## src/rtl/mux8_rr_sched.sv

```systemverilog
// Round-robin scheduler for a shared 8:1 bit-select mux.
// Registers the owner index (S), a one-hot grant (GNT) and VALID; the owner
// keeps the mux until DONE, withdrawal of its request, or (optionally) timeout.
// Optional feature macro: SCHED_TIMEOUT_EN -- revoke an owner after MAX_HOLD
// GRANT cycles. Without it the hold counter is not built and MAX_HOLD is only
// range-checked.
module mux8_rr_sched #(
    parameter int unsigned MAX_HOLD = 4
) (
    input  logic       CLK,
    input  logic       RST_N,
    input  logic [7:0] REQ,
    input  logic       DONE,
    output logic [2:0] S,
    output logic [7:0] GNT,
    output logic       VALID
);

    localparam int unsigned N_REQ = 8;
    localparam int unsigned IDX_W = 3;
    localparam int unsigned CNT_W = 8;

    typedef enum logic {
        IDLE  = 1'b0,
        GRANT = 1'b1
    } state_t;

    // Elaboration-time guard on the hold limit.
    if (MAX_HOLD < 1 || MAX_HOLD > 255) begin : g_bad_max_hold
        $error("mux8_rr_sched: MAX_HOLD must be in 1..255");
    end

    state_t             state_q, state_d;
    logic [IDX_W-1:0]   ptr_q, ptr_d;
    logic [IDX_W-1:0]   s_d;
    logic [N_REQ-1:0]   gnt_d;
    logic               valid_d;
    logic [IDX_W-1:0]   win_idx_c;
    logic               win_vld_c;
    logic               timeout_c;
    logic               release_c;

`ifdef SCHED_TIMEOUT_EN
    localparam logic [CNT_W-1:0] HOLD_LAST = CNT_W'(MAX_HOLD - 1);
    localparam logic [CNT_W-1:0] CNT_MAX   = '1;

    logic [CNT_W-1:0] cnt_q, cnt_d;

    // Owner has used its last allowed GRANT cycle.
    assign timeout_c = (cnt_q == HOLD_LAST);
`else
    assign timeout_c = 1'b0;
`endif

    // Cyclic search from ptr; walking offsets high-to-low lets the nearest hit win.
    always_comb begin
        win_idx_c = '0;
        win_vld_c = 1'b0;
        for (int i = int'(N_REQ) - 1; i >= 0; i--) begin
            if (REQ[ptr_q + IDX_W'(i)]) begin
                win_idx_c = ptr_q + IDX_W'(i);
                win_vld_c = 1'b1;
            end
        end
    end

    // Any release cause ends the grant; coincident causes collapse into one.
    assign release_c = DONE | ~REQ[S] | timeout_c;

    // Next-state and next-output logic.
    always_comb begin
        state_d = state_q;
        ptr_d   = ptr_q;
        s_d     = S;
        gnt_d   = GNT;
        valid_d = VALID;
`ifdef SCHED_TIMEOUT_EN
        cnt_d   = cnt_q;
`endif
        case (state_q)
            IDLE: begin
                if (win_vld_c) begin
                    state_d = GRANT;
                    s_d     = win_idx_c;
                    gnt_d   = N_REQ'(1) << win_idx_c;
                    valid_d = 1'b1;
`ifdef SCHED_TIMEOUT_EN
                    cnt_d   = '0;
`endif
                end else begin
                    gnt_d   = '0;
                    valid_d = 1'b0;
                end
            end
            GRANT: begin
                if (release_c) begin
                    state_d = IDLE;
                    gnt_d   = '0;
                    valid_d = 1'b0;
                    ptr_d   = S + IDX_W'(1);
`ifdef SCHED_TIMEOUT_EN
                    cnt_d   = '0;
`endif
                end else begin
`ifdef SCHED_TIMEOUT_EN
                    cnt_d   = (cnt_q == CNT_MAX) ? cnt_q : cnt_q + CNT_W'(1);
`endif
                end
            end
            default: begin
                state_d = IDLE;
                gnt_d   = '0;
                valid_d = 1'b0;
            end
        endcase
    end

    // State, pointer and output registers.
    always_ff @(posedge CLK or negedge RST_N) begin
        if (!RST_N) begin
            state_q <= IDLE;
            ptr_q   <= '0;
            S       <= '0;
            GNT     <= '0;
            VALID   <= 1'b0;
`ifdef SCHED_TIMEOUT_EN
            cnt_q   <= '0;
`endif
        end else begin
            state_q <= state_d;
            ptr_q   <= ptr_d;
            S       <= s_d;
            GNT     <= gnt_d;
            VALID   <= valid_d;
`ifdef SCHED_TIMEOUT_EN
            cnt_q   <= cnt_d;
`endif
        end
    end

endmodule

```

## config.mk

```make
export PLATFORM = sky130hd
export DESIGN_NAME = mux8_rr_sched
export DESIGN_NICKNAME = d
export VERILOG_FILES = /design/src/rtl/mux8_rr_sched.sv
export SDC_FILE = /design/constraint.sdc
export NUM_CORES = 1
export LEC_CHECK = 0
export ABC_AREA = 1
export CORE_ASPECT_RATIO = 1.1
export CORE_UTILIZATION = 57
export CTS_CLUSTER_SIZE = 24
export DETAILED_ROUTE_END_ITERATION = 8
export DONT_BUFFER_PORTS = 1
export PLACE_DENSITY = 0.77
export SLEW_MARGIN = 10
export SYNTH_ARGS = -nofsm -noshare
export SYNTH_HDL_FRONTEND = slang
export SYNTH_SLANG_ARGS = --single-unit
```

## constraint.sdc

```tcl
create_clock -name CLK -period 4.4 [get_ports CLK]
set_input_delay 0.44 -clock CLK [delete_from_list [all_inputs] [get_ports CLK]]
set_output_delay 0.44 -clock CLK [all_outputs]
set_load 0.02 [all_outputs]
```

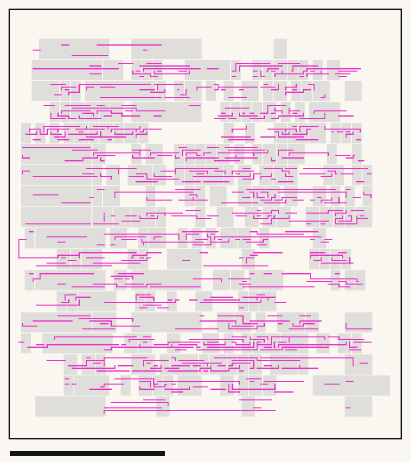
**Above:** run 1 (met1 routing).
Scale bar: 20 um.
longest straight run: 22.1 um
nets with wire on the layer: 229
main direction: horizontal
wire length on this layer: 1420 um

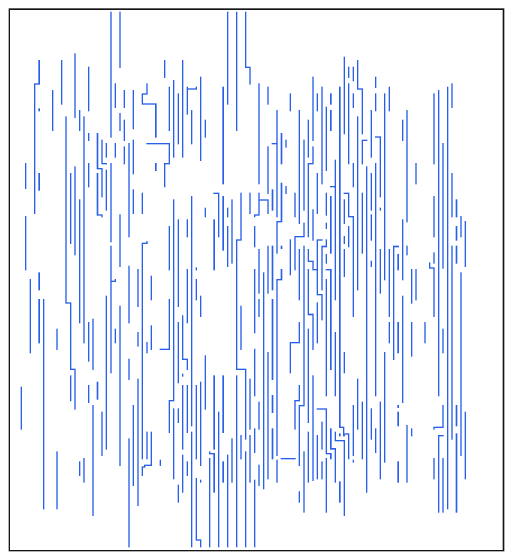
**Above:** run 1 (metal 2).
share of all routed wire: 52%
longest straight run: 43.2 um
wire length on this layer: 1820 um
main direction: vertical
grt met2 use: 50.1%
total wire length: 3.50 mm
total number of vias: 1427

==> results_dict.tcl, run 1 <==
# place-and-route summary
set metrics [dict create \
    die_area_um2 2800 \
    ys_cells 225 \
    critPathMaxFanout 13 \
    ff_type "dfrtp_1" \
    grt_pass1_vias 1399 \
    place_hpwl_mm 2.85 \
    hold_violations 0 \
    cp.arrival_ps 2970 \
    fp_nets 239 \
    design.core.area_um2 2340 \
    postCtsHoldBufs 1 \
    rr_startpoint "ptr_q[0]$_DFFE_PN0P_" \
    drt-initial-drc-count 53 \
    synth_area_leader_cell "dfrtp_1" \
    ant_nets 0 \
    status "complete, no violations" \
    edf_count 0 \
    n_antenna_cell 0 \
    fin_crit_sh_pct 63.6 \
    top_area_share_pct 27.1 \
    grtUsageMet1_pct 33.3 \
    yosysWarnings 0 \
    rows 18 \
    whs_path_depth 3 \
    cts_root_buf "clkbuf_4" \
    cts_sinks 16 \
    clkTransAtPathRegs_ps 90 \
    synth_top_cell_by_count "nand2_1" \
    start_kind "flop" \
    dp.cells 251 \
    fp.dieH_um 55.4 \
    overflow 0 \
    globalRoute.busiestLayer "met2" \
    antenna_found_initial 0 \
    place_ws_ps 1680 \
    port_buffers 0 \
    hp-class "in2reg" \
    grt_start_max_net_pins 17 \
    syn2layout_area_growth_pct 3.05 \
    cts_tree "yes" \
    stdcell_count 256 \
    ff2ff_path_depth 13 \
    clock_skew_ps 4.99 \
    top_cells_by_count "nand2_1, nand3_1, nand2_2" \
    synthTopCellsByArea "dfrtp_1, nand2_1, nand3_1, nand2_2, nand3_2" \
    fillCellCount 217 \
    setup_slack_ps 1600 \
    die-width_um 50.5 \
    setup.worst_path.end_class "flop" \
    grt_pass1_wl_mm 5.93 \
    drive_gt1_share_pct 20.8 \
    postSynthAreaPerCell_um2 6.56 \
    clock_latency_ps 280 \
    rsz0062_at_grt "false" \
    cts_setup_buffers 0 \
    drcViolationCount 0 \
    maxSlewViolCount 0 \
    grtUsageTotal_pct 27.4 \
    synth-async-reset-ratio_pct 100 \
    maxCapViolations 0 \
    clock.fmax_ghz 0.358 \
    cp.required_ps 4570 \
    synth-seq-cells 16 \
    routedWlPerCell_um 13.7 \
]
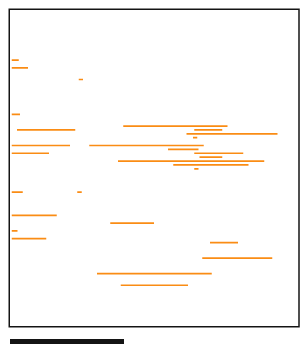
**Above:** run 1 (M3 wires).
Scale bar: 20 um.
nets with wire on the layer: 25
main direction: horizontal
wire length on this layer: 216 um
longest straight run: 25.3 um
share of all routed wire: 6.2%
met3 global-route usage: 2.75%

run 1: path summary, 6_finish.rpt:
| path | to | slack (ps) |
|---|---|---|
| setup / recovery | GNT[5]$_DFFE_PN0P_ | 1600 |
| hold reg to reg | GNT[4]$_DFFE_PN0P_ | 630 |
| max in group asynchronous | VALID$_DFFE_PN0P_ | 3340 |
| min in group asynchronous | ptr_q[2]$_DFFE_PN0P_ | 630 |
| hold / removal | state_q$_DFF_PN0_ | 430 |
| setup reg to reg | GNT[5]$_DFFE_PN0P_ | 1600 |
run 1: sequential cells by signal, summed over array words and instances, names as in the netlist:
name	cells
VALID	1
state_q	1
ptr_q	3
S	3
GNT	8
run 1: worst max-delay path: stages (launching register included):
cell	delay (ps)
dfrtp_1	680
inv_2	180
ha_1	440
inv_1	170
nand3_1	120
nand3_1	120
nand3_1	110
nand3b_2	260
o21ai_2	270
nor2_2	60
nand2_2	90
inv_2	50
nand3_1	80
nand2_1	60
run 1: layer usage:
metal	part of all wire, %	up-vias
li1	-	726
met1	41	649
met2	52	46
met3	6.1	6
met4	1.1	0
met5	0	-
run 1: area by class of cell:
| class | count | area (um2) | share of cell area (%) |
|---|---|---|---|
| Timing Repair Buffer | 1 | 10.0 | 0.658 |
| Clock buffer | 4 | 36.3 | 2.39 |
| Multi-Input combinational cell | 178 | 932 | 61.3 |
| Inverter | 27 | 104 | 6.83 |
| Tap cell | 30 | 37.5 | 2.47 |
| Sequential cell | 16 | 400 | 26.3 |
run 1: cells by family (layout without fill, tap and decap cells):
kind of cell	after synthesis	in the layout	synth area share (%)
simple gates	152	152	48.9
flops	16	16	27.1
buf+inv	31	32	9.67
fa+ha+maj	3	3	2.54
mux	1	1	0.679
xor+xnor	2	2	2.46
compound gates	20	20	8.57
run 1: cells in the final DEF (no fill, tap or decap), drive strengths merged, types with 3 or more instances in the layout:
master  instances
nand2          89
nand3          45
inv            27
dfrtp          16
nor2           16
o21ai          10
a21oi           8
clkbuf          4
ha              3
run 1: per-stage QoR:
stage	cell area (um2)	utilization (%)	hold slack [ps]
floorplan	1480	-	144
finish	1520	64.9	426
CTS	1520	64.9	410
global route	1520	64.9	423
detailed placement	1470	62.9	145
global placement	1470	62.9	145
**Run 1: drive-strength map**

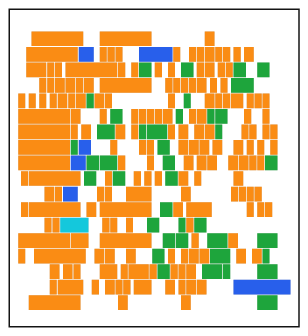

==> inputs of run 2 (changes only) <==
--- a/config.mk
+++ b/config.mk
@@ -11,7 +11,7 @@
 export CTS_CLUSTER_SIZE = 24
 export DETAILED_ROUTE_END_ITERATION = 8
 export DONT_BUFFER_PORTS = 1
-export PLACE_DENSITY = 0.77
+export PLACE_DENSITY = 0.8
 export SLEW_MARGIN = 10
 export SYNTH_ARGS = -nofsm -noshare
 export SYNTH_HDL_FRONTEND = slang
==> constraint.sdc (replaced) <==
create_clock -name CLK -period 2.25 [get_ports CLK]
set_input_delay 0.225 -clock CLK [delete_from_list [all_inputs] [get_ports CLK]]
set_output_delay 0.225 -clock CLK [all_outputs]
set_load 0.02 [all_outputs]
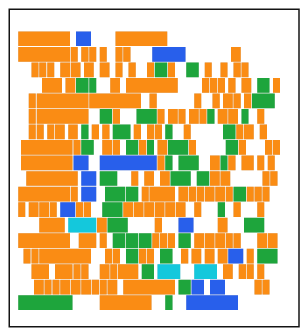
**Above:** run 2 (drive-strength map).
legend:
  x2:
    color: green
    cells: 43
    share: 18%
  x6 and larger:
    color: cyan
    cells: 3
    share: 1.3%
  x3 and x4:
    color: blue
    cells: 12
    share: 5.2%
  x1 and smaller:
    color: orange
    cells: 175
    share: 75%

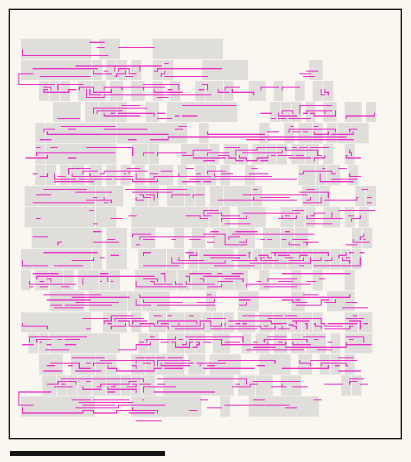
**Above:** run 2 (met1 routing).
Scale bar: 20 um.
wire length on this layer: 1500 um
longest straight run: 27.1 um
total wire length: 3.51 mm
GR Util met1: 34.9%

==> results_dict.tcl, run 2 <==
# place-and-route summary
set metrics [dict create \
    status "complete, no violations" \
    cp_slowest_cell "dfrtp_1" \
    routedWlPerCell_um 13.4 \
    setup-violations-final 0 \
    cp.arrival_ps 2300 \
    postSynthAreaPerCell_um2 6.56 \
    hp-class "in2reg" \
    path_cells "buf_6 -> ha_1 -> inv_1 -> nand2_1 -> nand2_2 -> nand3_1 -> nand2_1 -> inv_2 -> nand3_2 -> nor2_1 -> nor2_2 -> nand2_1 -> a21oi_2 -> nand3_1 -> nand2_1" \
    synth-seq-cells 16 \
    design.core.area_um2 2340 \
    viasPerCell 5.70 \
    rows 18 \
    synth-async-reset-ratio_pct 100 \
    cts_buffers 3 \
    syn-cell-area_um2 1480 \
    tightest_slew_ps 699 \
    synthTopCellsByArea "dfrtp_1, nand2_1, nand3_1, nand2_2, nand3_2" \
    largest_reg_flops 8 \
    fp_nets 239 \
    cp_top_family "simple AND/OR/NAND/NOR gates" \
    grt_pass1_vias 1480 \
    cp.required_ps 2480 \
    n_antenna_cell 0 \
    slew_headroom_pct 53.2 \
    synthCells 225 \
    final_util_pct 68.5 \
    nets 248 \
    cts.path.max_buffers 2 \
    ff_type "dfrtp_1" \
    ant_nets 0 \
    cts_root_buf "clkbuf_4" \
    dr.pass1.iters 4 \
    setup_slack_ps 179 \
    htree_levels 1 \
    slowest_delay_ps 430 \
    warnings 27 \
    place_hpwl_mm 2.86 \
    start_kind "flop" \
    syn2layout_area_growth_pct 8.74 \
    drcViolationCount 0 \
    cts_tree "yes" \
    antenna_found_initial 0 \
    top_area_share_pct 27.1 \
    ioPinCount 23 \
    die-width_um 50.5 \
    port_buffers 0 \
    grt_pass1_wl_mm 6.29 \
    reg_top3 "GNT x8, S x3, ptr_q x3" \
    fp_util_pct 63.0 \
    grtUsageTotal_pct 28.4 \
    hold_violations 0 \
    path_class "reg2reg" \
    fp.dieH_um 55.4 \
    cts_sinks 16 \
    ys_area_um2 1480 \
    ys_seq_share_pct 27.1 \
    setup.worst_path.end_class "flop" \
    clock_skew_ps 5.94 \
    ys_types 26 \
    synth_top_cell_by_count "nand2_1" \
    yosysWarnings 0 \
    maxCapViolations 0 \
    overflow 0 \
    drive_gt1_share_pct 24.9 \
    drt-initial-drc-count 72 \
    clock_latency_ps 290 \
    lay_top_cells "nand2_1, nand3_1, nand2_2, inv_1, dfrtp_1" \
    crit_top_cell "nand2_1" \
    grt_start_max_net_pins 17 \
    synth_area_leader_cell "dfrtp_1" \
    clkTransAtPathRegs_ps 90 \
    crit_buf_inv 3 \
    top_register "GNT" \
    place_ws_ps 139 \
    die_area_um2 2800 \
    fin_crit_sh_pct 92.1 \
    critPathMaxFanout 8 \
    min_period_ps 2070 \
    maxSlewViolCount 0 \
    ys_cells 225 \
    edf_count 0 \
    clock.fmax_ghz 0.483 \
    final_common_cell "nand2_1" \
    top_cells_by_count "nand2_1, nand3_1, nand2_2" \
    gp_congestion 0.900 \
]
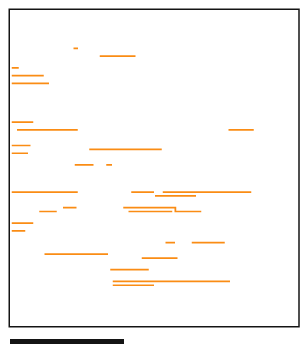
**Above:** run 2 (M3 wires).
Scale bar: 20 um.
share of all routed wire: 5.2%
wire length on this layer: 184 um
total number of vias: 1499
met3 global-route usage: 2.48%

## run 2: cell counts after synthesis
Identical to the previous run, type by type.
## run 2: stage by stage
stage / setup TNS, ps / hold WS (ps) / cell area [um2] / std cells
2_1_floorplan: 0 / -70.6 / 1480 / 225
3_3_place_gp: 0 / -70.2 / 1530 / 258
3_5_place_dp: 0 / -70.3 / 1530 / 258
4_1_cts: 0 / 196 / 1570 / 263
5_1_grt: -8.10 / 218 / 1600 / 263
6_report: 0 / 213 / 1600 / 263
## run 2: worst register-to-register path: cells and delay by family (launching register included)
kind	cells	cell delay [ps]
AND-OR/OR-AND	1	200
adder cells (fa/ha/maj)	1	190
buffers and inverters	3	270
flip-flops	1	430
AND/OR/NAND/NOR	10	920
## run 2: area by class of cell
cell class                 count  area [um2]
inverter                      27         104
multi-input combinational    178         955
sequential                    16         402
tap                           30        37.5
fill                         218         738
clock buffer                   4        36.3
timing repair buffer           8        70.1
## run 2: per-layer routing
layer | wire length (um) | vias to the layer above | GRT usage (%) | share of wire (%)
met5 | 0 | - | 0 | 0
met3 | 184 | 7 | 2.48 | 5.2
met1 | 1500 | 704 | 34.9 | 43
li1 | - | 742 | - | -
met4 | 54 | 0 | 10.3 | 1.5
met2 | 1780 | 46 | 50.5 | 51
## run 2: timing repair
item,in CTS,in global routing
endpoints found under the setup margin,0,11
endpoints found under the hold margin,16,0
hold buffers,1,0
resized,0,7
setup buffers,0,0
## run 2: path summary, 6_finish.rpt
path | slack, ps | endpoint | depth (start not counted) | start
worst max-delay path | 180 | GNT[1]$_DFFE_PN0P_ | 15 | ptr_q[1]$_DFFE_PN0P_
worst min-delay path | 210 | state_q$_DFF_PN0_ | 3 | DONE
worst max register to register | 180 | GNT[1]$_DFFE_PN0P_ | 15 | ptr_q[1]$_DFFE_PN0P_
worst min register to register | 630 | GNT[3]$_DFFE_PN0P_ | 2 | GNT[3]$_DFFE_PN0P_
max in group asynchronous | 1350 | ptr_q[2]$_DFFE_PN0P_ | 1 | RST_N
min in group asynchronous | 410 | VALID$_DFFE_PN0P_ | 1 | RST_N
## run 2: kinds of logic after synthesis
group,Yosys count,synth area share (%)
and+or+nand+nor,152,48.9
buffers and inverters,31,9.67
AOI/OAI and AO/OA,20,8.57
DFF,16,27.1
muxes,1,0.679
xor gates and xnor gates,2,2.46
adders and majority gates,3,2.54
